==> config.mk <==
export PLATFORM = sky130hd
export DESIGN_NAME = mem_access_ctrl_flat
export DESIGN_NICKNAME = d
export VERILOG_FILES = /design/src/rtl/mem_access_ctrl_pkg.sv /design/src/rtl/mem_access_ctrl_if.sv /design/src/rtl/mem_access_ctrl_store_merge.sv /design/src/rtl/mem_access_ctrl.sv /design/src/flat_wrapper.sv
export SDC_FILE = /design/constraint.sdc
export NUM_CORES = 1
export LEC_CHECK = 0
export CAP_MARGIN = 10
export CORE_MARGIN = 8
export CORE_UTILIZATION = 41
export DETAILED_ROUTE_END_ITERATION = 10
export GPL_TIMING_DRIVEN = 0
export PLACE_DENSITY = 0.74
export SLEW_MARGIN = 20
export SYNTH_ARGS = -nofsm -noshare
export SYNTH_HDL_FRONTEND = slang
export SYNTH_SLANG_ARGS = --single-unit
==> constraint.sdc <==
create_clock -name clk -period 2.1 [get_ports clk]
set_input_delay 0.315 -clock clk [delete_from_list [all_inputs] [get_ports clk]]
set_output_delay 0.315 -clock clk [all_outputs]
set_load 0.1 [all_outputs]
Figure 1. Layout detail (run 1).
Window x 14 to 54, y 82 to 122 um. Cells in gray, sequential cells in the stronger gray; small squares are vias.
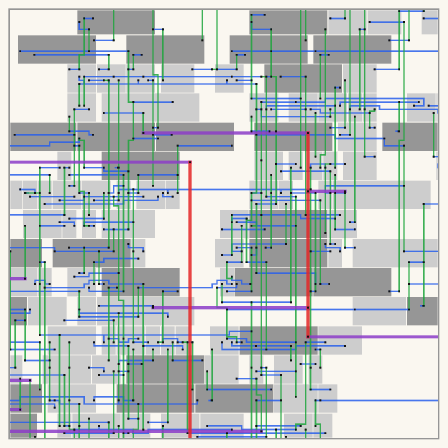
Key: purple = metal 3; blue = metal 1; green = metal 2; red = metal 4
99 logic cells have their middle in the window. Most frequent: nand2_1 (24), dfxtp_1 (23), a21boi_0 (12). Sequential cells in the window: 23.

Figure 2. Clock wiring as the flow saved it (run 1).
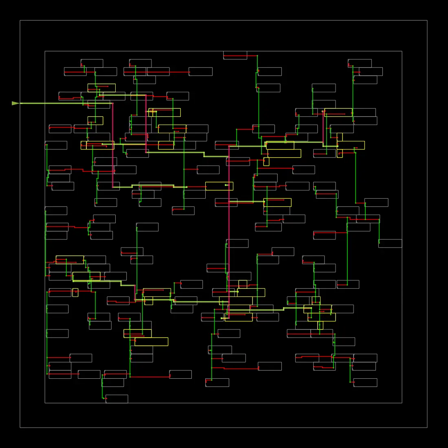
clk_skew: 0.005788 ns
CTS Sinks: 142
flop count: 142

Figure 3. Register map, names as in the netlist (run 1).
Bar = 50 um.
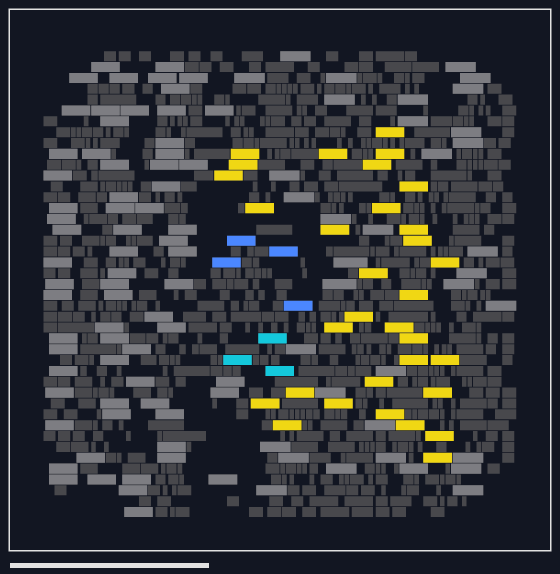
Key: yellow = u_core.wdata_r [sequential cells 32]; cyan = u_core.state_r [sequential cells 3]; blue = u_core.cnt_r [sequential cells 4, where center]
Another 103 sequential cells are not colored.
sequential logic power: 2910 uW
Finished Core Util: 66.83%
Flop area: 2890 um^2

==> impl_metrics.py <==
# Generated from Yosys and OpenROAD reports
metrics = {
    "synth": {
        "synthFlopType": "dfxtp_1",
        "synth-seq-cells": 142,
        "fp_nets": 776,
        "top_cell_area_share_pct": 48.68,
        "postSynth.asyncResetShare_pct": 0,
        "synth_cell_types": 43,
        "syn_inst": 673,
        "most_common_cell": "nand2_1",
        "yosysWarningCount": 0,
        "enable_flop_cells": 0,
        "ys_area_um2": 5839,
        "top_area_cell": "dfxtp_1",
    },
    "finish": {
        "drive_above_1_share_pct": 21.76,
        "fin_area_um2": 9276,
        "n_fill_cell": 1095,
        "fin_cells": 1090,
        "syn2layout_area_growth_pct": 58.86,
        "nNetsFinal": 1000,
        "logic_area_um2": 3171,
    },
    "drt": {
        "drt_wl_total_um": 18190,
        "drt_iter0_drc": 199,
        "avgRoutedWirePerCell_um": 16.69,
        "viasPerCell": 4.928,
        "vias": 5372,
        "ant_nets": 0,
        "drc": 0,
    },
    "worst_setup_path": {
        "regToRegSetupSlack_ns": 0.14,
        "critPathMaxFanout": 8,
        "worst_setup_path_end_kind": "output pin",
        "path_buffers": 2,
        "start_kind": "flip-flop",
        "cpLargestDelayFamily": "buffers and inverters",
        "crit_type": "reg -> out",
        "r2r_cells": 5,
        "crit_chain": "buf_4 > xnor2_4 > nand2_1 > a21boi_4 > buf_4",
        "cpMostUsedCell": "buf_4",
        "arrival_ns": 1.78,
        "cp.depth": 5,
        "crit_required_ns": 1.78,
        "critical-path-slowest-cell": "dfxtp_4",
    },
    "power_and_ir_drop": {
        "switchingPower_uw": 1920,
        "power_density_nw_per_um2": 767.3,
        "power_uw": 7118,
        "swShare_pct": 26.98,
        "irDropWorstVdd_mv": 0.7228,
        "pwr-share-comb_pct": 16.7,
        "leakage_uw": 0.003529,
        "power_leader": "clock",
        "internal_power_uw": 5198,
        "p_clk_share_pct": 42.5,
    },
    "final_timing": {
        "final_hold_viol_count": 0,
        "final-setup-viol-count": 0,
        "tightest_slew_ns": 1.017,
        "grt_setup_unrepaired": "true",
        "finalCritPeriodShare_pct": 99.77,
        "setup_ws_ns": 0.004827,
        "drv_slew": 0,
        "period_needed_ns": 2.095,
        "hold_ws_ns": 0.3321,
    },
    "floorplan": {
        "boundaryPins": 203,
        "die_w_um": 135.3,
        "coreArea_um2": 13880,
        "die-area_um2": 18320,
        "rows": 43,
        "die_y_um": 135.3,
        "fp_util_pct": 42.07,
    },
    "clock_network": {
        "clock_latency_ns": 0.42,
        "cts_buffers": 17,
        "root_buffer": "clkbuf_16",
        "htree_num_levels": 4,
        "path_clk_slew_ns": 0.06,
        "cts_buffer_depth": 2,
    },
    "placed_design": {
        "dp_slack_ns": -1.019,
        "post-place-cells": 1054,
        "globalplace.congestion": 0.8143,
        "hpwl_um": 13840,
        "io_buffers": 201,
        "place_area_um2": 8477,
    },
    "global_route": {
        "antenna_found_initial": 1,
        "gr-total-overflow": 0,
        "grt_usage_pct": 19.71,
        "grt_max_degree": 17,
        "grt_pass1_vias": 5498,
    },
    "worst_hold_path": {
        "min_path_type": "in -> reg",
        "hold_depth": 2,
    },
    "job": {
        "drv_cap": 0,
        "warnings": 29,
    },
    "outcome": {
        "outcome": "finished clean",
    },
}
[run 1: cell type report]
class	count	share of cell area (%)
buffer	49	3.075
clock buffer	20	4.923
clock inverter	12	1.538
inverter	2	0.08093
multi-input combinational	479	34.18
sequential	142	31.16
tap	180	2.428
timing repair buffer	206	22.62
[run 1: cells by family (layout without fill, tap and decap cells)]
family,count (synthesis),count (layout),synth area share [%]
AND-OR/OR-AND,154,154,19.54
AND/OR/NAND/NOR,321,321,26.72
XOR/XNOR,3,3,0.4501
flip-flops,142,142,48.68
adder cells (fa/ha/maj),1,1,0.2142
buffers and inverters,52,289,4.392
[run 1: cells in the final DEF (no fill, tap or decap), types with 2 or more instances in the layout]
master           instances
buf_2                    7
clkbuf_8                 3
o21ai_1                  2
dfxtp_1                108
nand2_1                249
a21boi_0                98
buf_4                   20
dlygate4sd2_1           69
buf_6                    6
clkinv_2                 6
o21ai_0                 11
nor3b_1                 13
buf_8                   13
clkdlybuf4s50_1        100
nor3b_2                 20
clkbuf_1                22
nand3_1                  2
nand2_2                  3
clkinvlp_4               3
bufinv_16                3
inv_1                    2
and3_1                   5
buf_1                    2
a21boi_4                33
nor2b_1                  3
nand3b_1                 2
nor2_1                   9
dfxtp_2                 32
buf_12                  10
clkbuf_16               17
dfxtp_4                  2
clkbuf_2                 6
and4b_1                  2
[run 1: routing by layer]
layer | wire length (um) | vias up | track usage [%]
met5 | 13 | - | 0
met4 | 267 | 2 | 4.627
met3 | 1805 | 32 | 8.605
met2 | 9060 | 172 | 34.50
met1 | 7045 | 2504 | 21.45
li1 | - | 2662 | -
[run 1: repair_timing]
| action | 4_1_cts | 5_1_grt |
|---|---|---|
| pin swaps | 1 | 3 |
| resized | 318 | 41 |
| endpoints found under the setup margin | 101 | 63 |
| hold buffers | 0 | 0 |
| buffers inserted | 0 | 5 |
No activity file was given, so power comes from the tool's default toggle rates.
